<file path="config.mk">
export PLATFORM = sky130hd
export DESIGN_NAME = cook_timer
export DESIGN_NICKNAME = d
export VERILOG_FILES = /design/src/rtl/cook_timer_pkg.sv /design/src/rtl/cook_timer_tick_gen.sv /design/src/rtl/cook_timer.sv
export SDC_FILE = /design/constraint.sdc
export NUM_CORES = 1
export LEC_CHECK = 0
export CAP_MARGIN = 20
export CORE_AREA = 2 2 66 68
export CTS_CLUSTER_SIZE = 10
export DETAILED_ROUTE_END_ITERATION = 16
export DIE_AREA = 0 0 68 70
export PLACE_DENSITY = 0.62
export SLEW_MARGIN = 20
export SYNTH_ARGS = -nofsm -noshare
export SYNTH_HDL_FRONTEND = slang
export SYNTH_SLANG_ARGS = --single-unit
</file>
<file path="constraint.sdc">
create_clock -name clk -period 2.5 [get_ports clk]
set_input_delay 0.375 -clock clk [delete_from_list [all_inputs] [get_ports clk]]
set_output_delay 0.375 -clock clk [all_outputs]
set_load 0.005 [all_outputs]
</file>
<file path="src/rtl/cook_timer_pkg.sv">
// cook_timer_pkg: shared types and default constants for the cook timer.
//   timer_state_t : IDLE, ARMED, RUN, PAUSE, DONE
//   SEC_DIV_DEF   : default clock cycles per one-second tick
//   TIME_W_DEF    : default width of the seconds counter
//   ADD_SEC_DEF   : default seconds added per quick-add press
package cook_timer_pkg;

  localparam int SEC_DIV_DEF = 100;
  localparam int TIME_W_DEF  = 12;
  localparam int ADD_SEC_DEF = 30;

  typedef enum logic [2:0] {
    IDLE  = 3'd0,
    ARMED = 3'd1,
    RUN   = 3'd2,
    PAUSE = 3'd3,
    DONE  = 3'd4
  } timer_state_t;

endpackage

</file>
<file path="src/rtl/cook_timer_tick_gen.sv">
// tick_gen: one-second prescaler for the cook timer.
//   clk   : system clock
//   rst   : asynchronous active-high reset (count returns to 0)
//   en    : advance the prescaler this cycle
//   clr   : force the prescaler to 0 (wins over en)
//   tick  : high on the enabled cycle that wraps SEC_DIV-1 back to 0
//   count : current prescaler value, 0 .. SEC_DIV-1
module tick_gen
  import cook_timer_pkg::*;
#(
  parameter int SEC_DIV = SEC_DIV_DEF,
  parameter int CW      = $clog2(SEC_DIV)
) (
  input  logic          clk,
  input  logic          rst,
  input  logic          en,
  input  logic          clr,
  output logic          tick,
  output logic [CW-1:0] count
);

  localparam logic [CW-1:0] LAST = CW'(SEC_DIV - 1);

  assign tick = en && (count == LAST);

  always_ff @(posedge clk or posedge rst) begin
    if (rst) begin
      count <= '0;
    end else if (clr) begin
      count <= '0;
    end else if (en) begin
      if (count == LAST) count <= '0;
      else               count <= count + 1'b1;
    end
  end

endmodule

</file>
<file path="src/rtl/cook_timer.sv">
// cook_timer: cook-duration timer beside the oven controller.
//   Loads a time in seconds, counts down only while the controller's heat
//   is high, freezes while heat is low, and holds finish once time runs out.
//   Optional quick-add button is enabled with the macro COOK_TIMER_ADD_EN.
// Ports:
//   clk       : system clock
//   rst       : asynchronous active-high reset
//   set_valid : load strobe, set_time valid when high
//   set_time  : cook duration in seconds
//   clear     : abort, back to IDLE
//   heat      : heating-active from the oven controller
//   add_time  : quick-add strobe (only with COOK_TIMER_ADD_EN)
//   finish    : level, high in DONE
//   running   : high in RUN
//   remaining : registered seconds left
module cook_timer
  import cook_timer_pkg::*;
#(
  parameter int SEC_DIV = SEC_DIV_DEF,
  parameter int TIME_W  = TIME_W_DEF,
  parameter int ADD_SEC = ADD_SEC_DEF
) (
  input  logic              clk,
  input  logic              rst,
  input  logic              set_valid,
  input  logic [TIME_W-1:0] set_time,
  input  logic              clear,
  input  logic              heat,
`ifdef COOK_TIMER_ADD_EN
  input  logic              add_time,
`endif
  output logic              finish,
  output logic              running,
  output logic [TIME_W-1:0] remaining
);

  localparam int CW = $clog2(SEC_DIV);

  // Saturating add of the quick-add amount; the carry out of the widened
  // sum flags overflow because ADD_SEC itself fits in TIME_W bits.
  function automatic logic [TIME_W-1:0] add_sat(input logic [TIME_W-1:0] v);
    logic [TIME_W:0] s;
    s = {1'b0, v} + (TIME_W+1)'(ADD_SEC);
    if (s[TIME_W]) return '1;
    else           return s[TIME_W-1:0];
  endfunction

  timer_state_t state, state_n;
  logic          tick;
  logic [CW-1:0] presc;
  logic          load_ok;
  logic          add_ok;
  logic          quick;
  logic          bump;
  logic          presc_en;
  logic          presc_clr;

  // Reload is accepted only outside an active cook and never for zero.
  assign load_ok = set_valid && !clear && (set_time != '0) &&
                   ((state == IDLE) || (state == ARMED) || (state == DONE));

`ifdef COOK_TIMER_ADD_EN
  assign add_ok = add_time && !clear && !set_valid;
`else
  assign add_ok = 1'b0;
`endif

  assign quick = add_ok && ((state == IDLE) || (state == DONE));
  assign bump  = add_ok && !quick;

  // A quick-add cycle in RUN leaves the prescaler untouched.
  assign presc_en  = (state == RUN) && heat && !bump;
  // Also scrub any stray prescaler value while ARMED so RUN starts at 0.
  assign presc_clr = clear || load_ok || quick ||
                     ((state == ARMED) && (presc != '0));

  tick_gen #(
    .SEC_DIV (SEC_DIV),
    .CW      (CW)
  ) u_tick (
    .clk   (clk),
    .rst   (rst),
    .en    (presc_en),
    .clr   (presc_clr),
    .tick  (tick),
    .count (presc)
  );

  always_ff @(posedge clk or posedge rst) begin
    if (rst) state <= IDLE;
    else     state <= state_n;
  end

  always_comb begin
    state_n = state;
    if (clear) begin
      state_n = IDLE;
    end else if (load_ok || quick) begin
      state_n = ARMED;
    end else if (!bump) begin
      case (state)
        ARMED: if (heat) state_n = RUN;
        RUN: begin
          if (!heat)                            state_n = PAUSE;
          else if (tick && (remaining == TIME_W'(1))) state_n = DONE;
        end
        PAUSE: if (heat) state_n = RUN;
        default: state_n = state;
      endcase
    end
  end

  always_comb begin
    finish  = (state == DONE);
    running = (state == RUN);
  end

  always_ff @(posedge clk or posedge rst) begin
    if (rst) begin
      remaining <= '0;
    end else if (clear) begin
      remaining <= '0;
    end else if (load_ok) begin
      remaining <= set_time;
    end else if (quick) begin
      remaining <= TIME_W'(ADD_SEC);
    end else if (bump) begin
      remaining <= add_sat(remaining);
    end else if (tick && (remaining != '0)) begin
      remaining <= remaining - 1'b1;
    end
  end

endmodule

</file>
==> run_1/m1.png <==
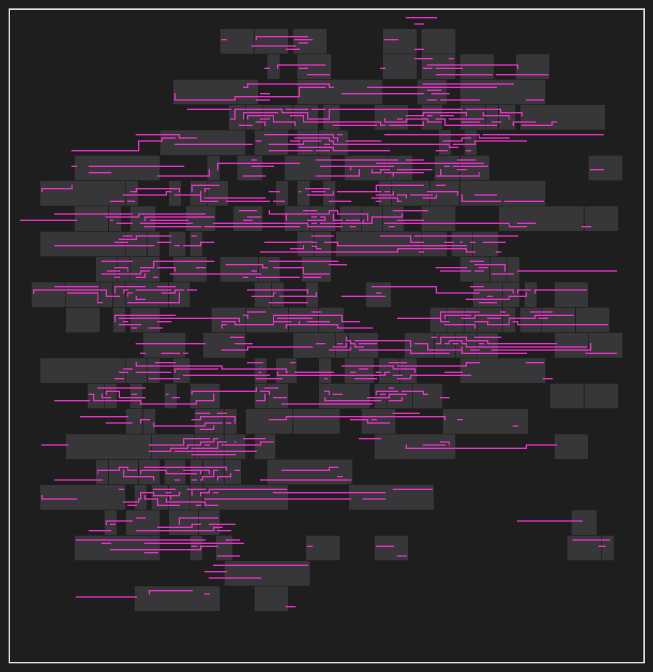
main direction: horizontal
longest straight run: 17.0 um
wire length on this layer: 1750 um
share of all routed wire: 47%

==> run_1/m2.png <==
Scale bar: 20 um.
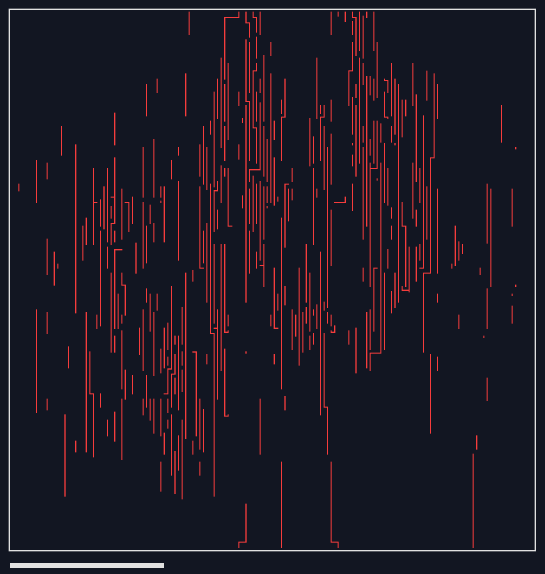
wire length on this layer: 1740 um
nets with wire on the layer: 181

==> run_1/m3.png <==
Scale bar: 20 um.
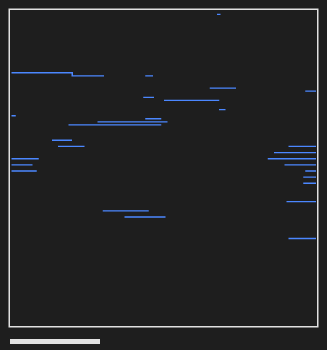
nets with wire on the layer: 25
main direction: horizontal
longest straight run: 20.2 um
wire length on this layer: 179 um
share of all routed wire: 4.8%

==> results_slide.txt, run 1 <==
Flow Results at a Glance

Drt
  • Via Count: 1389
  • Wire length on met2: 1.74 mm
  • Post-route ant nets: 0
  • Met3 wire len: 179 um
  • Highest Signal Layer: met4
  • Residual DRC: 0
  • Wirelength per Cell: 15.1 um

Finish
  • Seq/total area: 0.293
  • Area growth, synth to finish: 28.5%
  • Plain + repair buffers: 34
  • Post-route cell area: 1880 sq um
  • FFs & Latches: 22
  • Biggest regs: remaining x12, u_tick.count x7, state x3
  • Top Layout Cells: clkdlybuf4s50_1, dfrtp_1, nand2_1
  • Clock Network Area Fraction: 0.0219
  • Inverters excl. clock: 11
  • Cell Count, Final, Fillers Out: 248
  • Final core occ: 0.454
  • Clock buffer count: 3
  • Biggest Area Class: logic gates
  • MI comb cells: 126
  • Dominant logic cell type in the layout: clkdlybuf4s50_1

Placement
  • RD Place Congestion: 0.918
  • Place WS: 86.3 ps
  • Dpl cells: 245
  • DP Wirelength: 2.85 mm

Power and ir drop
  • Share of total power in combinational logic: 0.242
  • Top power group: sequential cells
  • Clk. pwr: 0.223 mW
  • LEAKAGE: 0.767 nW
  • Power Total: 0.822 mW
  • Pwr dens: 437 nW/um^2
  • Net switching fraction of the power: 0.290
  • Peak supply drop: 0.175 mV
  • Seq group: 0.400 mW

Critical path
  • Worst Setup End Kind: flip-flop
  • Last element of the critical path: remaining[4]
  • Reg2Reg Launch Point: u_tick.count[2]
  • Worst EP arrival: 2320 ps
  • Reg-to-reg endpoint: remaining[4]
  • Crit path kind: flip-flop to flip-flop
  • Critical path depth in cells: 5
  • Crit Path Max Fanout: 6
  • Worst Reg-to-Reg Cells: 5
  • CP Cell Sequence: nor3_1, and2_0, nand4_1, o311ai_0, a21oi_1

Timing
  • Final hold vios: 0
  • Hold WS: 446 ps
  • Setup_tns: 0 ps
  • Period utilization: 0.868
  • Relative slew margins: 0.632
  • Final Max Slew Viols: 0
  • Setup repair after global routing missed its margin: false

Clock network
  • Clock Tree Buf Depth: 2
  • Latency at later pin: 260 ps
  • CTS buffer count: 3
  • TritonCTS clock tree: built

Synth
  • Post-synthesis cell count: 163
  • EDFF count, synth: 0
  • Nets at Floorplan: 185
  • Synth logic family: simple AND/OR/NAND/NOR gates
  • Ys flops: 22
  • Xor+xnor area frac: 0.0359
  • Largest area contributor in the netlist: dfrtp_1
  • Adder Area Share: 0.0427
  • Mux area share: 0.0214
  • Area fraction in compound gates: 0.190

Die
  • Init Core Util: 0.353
  • Die area: 4760 sq um
  • Core area: 4140 sq um

GRT
  • Initial antenna violation count: 0
  • Tot GR Track Use: 0.169
  • Grt total ovfl: 0
  • Met3 usage in global routing: 0.0242

Min path
  • Worst min path class: input port to asynchronous set/reset pin

Outcome
  • Status: complete, no violations
==> run 2, diff against run 1 <==
TNS_END_PERCENT = 50   (was unset)
==> run_2/clock_nets.png <==
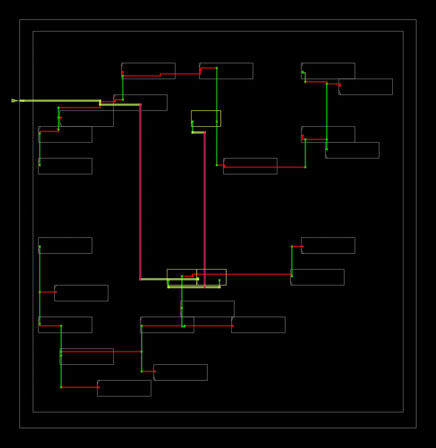
Clk. pwr: 0.223 mW
CTS sink cnt: 22
Clock Skew: 2.70 ps

==> run 2 against run 1 <==
  * Clock power about the same
  * Sequential power about the same
  * Non-clock buffer count unchanged
  * Power is the same
  * Die size is the same
  * Synthesized cell count is the same
  * Maximum frequency unchanged
  * Global-route usage unchanged
  * Clock skew unchanged
  * First-iteration DRC count stayed put
  * Synthesized area unchanged
  * Register-to-register slack about the same
==> results_slide.txt, run 2 <==
Flow Results at a Glance

Synth
  • Area fraction in compound gates: 0.190 (unchanged)
  • Largest area contributor in the netlist: dfrtp_1
  • Xor+xnor area frac: 0.0359 (unchanged)
  • Ys flops: 22 (unchanged)
  • Register area share after synthesis: 0.376
  • Mapped Area: 1460 sq um
  • Post-synthesis cell count: 163 (unchanged)
  • Adder Area Share: 0.0427 (unchanged)
  • Mux area share: 0.0214 (unchanged)
  • Nets at Floorplan: 185 (unchanged)
  • EDFF count, synth: 0 (unchanged)

Finish
  • Seq/total area: 0.293 (unchanged)
  • MI comb cells: 126 (unchanged)
  • FFs & Latches: 22 (unchanged)
  • Dominant logic cell type in the layout: clkdlybuf4s50_1
  • Plain + repair buffers: 34 (unchanged)
  • Post-route cell area: 1880 sq um (unchanged)
  • Cell Count, Final, Fillers Out: 248 (unchanged)
  • Clock buffer count: 3 (unchanged)
  • Final core occ: 0.454 (unchanged)
  • Biggest regs: remaining x12, u_tick.count x7, state x3
  • Inverters excl. clock: 11 (unchanged)
  • Clock Network Area Fraction: 0.0219 (unchanged)
  • Top Layout Cells: clkdlybuf4s50_1, dfrtp_1, nand2_1
  • Biggest Area Class: logic gates

Critical path
  • Worst EP arrival: 2320 ps (about the same)
  • Crit path kind: flip-flop to flip-flop
  • Last element of the critical path: remaining[4]
  • Worst Setup End Kind: flip-flop
  • Reg-to-reg endpoint: remaining[4]
  • Reg2Reg Launch Point: u_tick.count[2]
  • CP Cell Sequence: nor3_1, and2_0, nand4_1, o311ai_0, a21oi_1
  • Critical path depth in cells: 5 (unchanged)

GRT
  • Grt total ovfl: 0 (unchanged)
  • M2 GR Usage: 0.248
  • First-pass GRT wire length: 6.23 mm
  • Met3 usage in global routing: 0.0242 (unchanged)
  • Tot GR Track Use: 0.169 (unchanged)
  • Initial antenna violation count: 0 (unchanged)

Placement
  • Dpl cells: 245 (unchanged)
  • RD Place Congestion: 0.918 (unchanged)
  • DP Wirelength: 2.85 mm (unchanged)
  • Place WS: 86.3 ps (unchanged)
  • IO buf count: 30

Power and ir drop
  • LEAKAGE: 0.767 nW (unchanged)
  • Top power group: sequential cells
  • Net switching fraction of the power: 0.290 (unchanged)
  • Reg power frac: 0.487
  • Pwr dens: 437 nW/um^2 (unchanged)
  • Share of total power in combinational logic: 0.242 (about the same)
  • Peak supply drop: 0.175 mV (unchanged)
  • Seq group: 0.400 mW (about the same)
  • Power Total: 0.822 mW (unchanged)

Min path
  • Worst min path class: input port to asynchronous set/reset pin

Job
  • Tool warning count: 29

Timing
  • Setup repair after global routing missed its margin: false
  • Setup_tns: 0 ps (unchanged)
  • Hold WS: 446 ps (unchanged)
  • Period utilization: 0.868 (unchanged)
  • Final hold vios: 0 (unchanged)
  • Final setup viols: 0
  • Relative slew margins: 0.632 (unchanged)
  • Final Max Slew Viols: 0 (unchanged)

Clock network
  • # hold bufs at CTS: 0
  • Clock Tree Buf Depth: 2 (unchanged)
  • Latency at later pin: 260 ps (about the same)
  • TritonCTS clock tree: built
  • CTS buffer count: 3 (unchanged)

Die
  • Core area: 4140 sq um (unchanged)
  • Die area: 4760 sq um (unchanged)
  • Init Core Util: 0.353 (unchanged)

Drt
  • Wire length on met2: 1.74 mm (unchanged)
  • Met3 wire len: 179 um (unchanged)
  • Vias/cell: 5.60
  • Wirelength per Cell: 15.1 um (unchanged)
  • Via Count: 1389 (unchanged)
  • Highest Signal Layer: met4
  • Post-route ant nets: 0 (unchanged)

Outcome
  • Status: complete, no violations
==> run_2/route_heat.png <==
Scale bar: 20 um. 14 x 14 tiles, from dark purple (low) to yellow (high), scaled to the fullest tile. Values are wire area over tile area, all layers added.
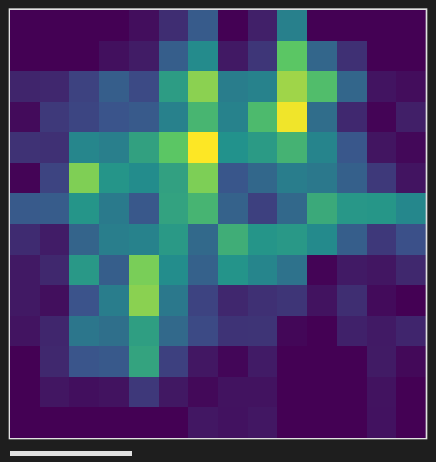
mean over tiles: 0.13
emptiest ninth of the die: bottom right
densest ninth of the die: middle
nearly empty tiles: 20%
tiles over half the peak: 17%
fullest tile: 0.51

==> run_2/m3.png <==
Scale bar: 20 um.
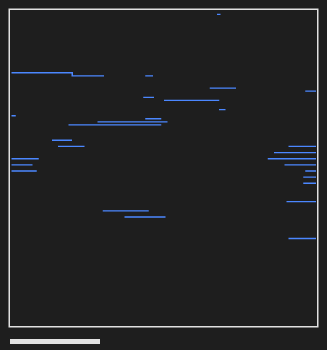

==> run 3, diff against run 2 <==
clock period = 2.2 ns   (was 2.5 ns; I/O delays follow)
==> run_3/m3.png <==
Scale bar: 20 um.
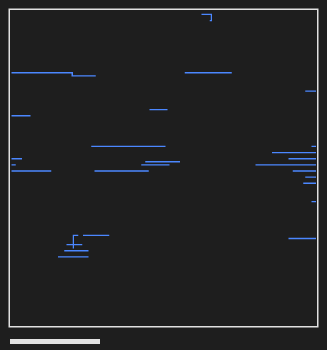
longest straight run: 16.1 um
share of all routed wire: 3.9%
main direction: horizontal
wire length on this layer: 164 um
nets with wire on the layer: 25

==> run_3/m1.png <==
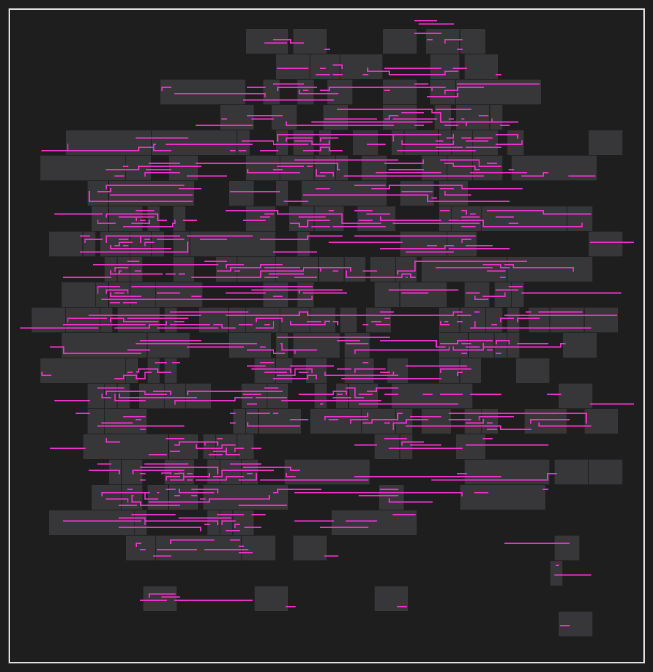
nets with wire on the layer: 216
longest straight run: 22.5 um
share of all routed wire: 45%
main direction: horizontal
wire length on this layer: 1890 um

==> run 3 against run 2 <==
  * Clock skew about the same
  * Sequential power up 13%
  * First-iteration DRC count down 34%
  * Non-clock buffer count up 17
  * Final cell count up 7.3%
  * Wire length up 12%
  * Hold slack worse by 38 ps
  * Core utilization up 3.8 points
  * Critical path type unchanged
  * Largest cell class unchanged
  * Largest power group unchanged
==> results_slide.txt, run 3 <==
Flow Results at a Glance

Synth
  • Ys flops: 22 (unchanged)
  • EDFF count, synth: 0 (unchanged)
  • Mapped Area: 1460 sq um (unchanged)
  • Adder Area Share: 0.0427 (unchanged)
  • Register area share after synthesis: 0.376 (unchanged)
  • Nets at Floorplan: 185 (unchanged)
  • Mux area share: 0.0214 (unchanged)
  • Area fraction in compound gates: 0.190 (unchanged)
  • Largest area contributor in the netlist: dfrtp_1

Critical path
  • Worst Setup End Kind: flip-flop
  • CP Cell Sequence: or4_4, nor4b_4, buf_4, a311o_1, a41oi_1, nor2_1
  • Reg-to-reg endpoint: state[2]
  • Critical path depth in cells: 6 (+1)
  • Worst EP arrival: 2250 ps (-70 ps)

GRT
  • Tot GR Track Use: 0.191 (+0.0221)
  • M2 GR Usage: 0.304 (+0.0561)
  • First-pass GRT wire length: 7.08 mm (+14%)

Timing
  • Period utilization: 0.934 (+0.0663)
  • Setup_tns: 0 ps (unchanged)
  • Relative slew margins: 0.745 (+0.113)
  • Clock Skew: 2.22 ps (-0.483 ps)
  • Final Max Slew Viols: 0 (unchanged)
  • Hold WS: 408 ps (-38.3 ps)

Power and ir drop
  • Clk. pwr: 0.299 mW (+34%)
  • Top power group: sequential cells
  • Net switching fraction of the power: 0.286 (-0.00407)
  • Share of total power in combinational logic: 0.258 (+0.016)
  • Pwr dens: 495 nW/um^2 (+13%)

Finish
  • Biggest Area Class: logic gates
  • Clock buffer count: 4 (+1)
  • Clock Network Area Fraction: 0.0270 (+0.00505)
  • Seq/total area: 0.270 (-0.0226)
  • Plain + repair buffers: 51 (+50%)
  • Inverters excl. clock: 11 (unchanged)
  • Dominant logic cell type in the layout: clkdlybuf4s50_1
  • FFs & Latches: 22 (unchanged)
  • Final core occ: 0.492 (+0.0380)
  • Post-route cell area: 2040 sq um (+8.4%)
  • Biggest regs: remaining x12, u_tick.count x7, state x3

Drt
  • Post-route ant nets: 0 (unchanged)
  • Wirelength per Cell: 15.8 um (+4.5%)
  • Met3 wire len: 163 um (-8.9%)
  • Via Count: 1449 (+4.3%)
  • Vias/cell: 5.45 (-2.7%)
  • Wire length on met2: 2.13 mm (+22%)
  • Highest Signal Layer: met4

Job
  • Tool warning count: 29 (unchanged)

Die
  • Core area: 4140 sq um (unchanged)
  • Die area: 4760 sq um (unchanged)

Placement
  • Place WS: -29.2 ps (-115 ps)

Clock network
  • # hold bufs at CTS: 0 (unchanged)
  • Latency at later pin: 270 ps (about the same)
  • TritonCTS clock tree: built

Outcome
  • Status: complete, no violations
Power is estimated from default activity; no workload was simulated.
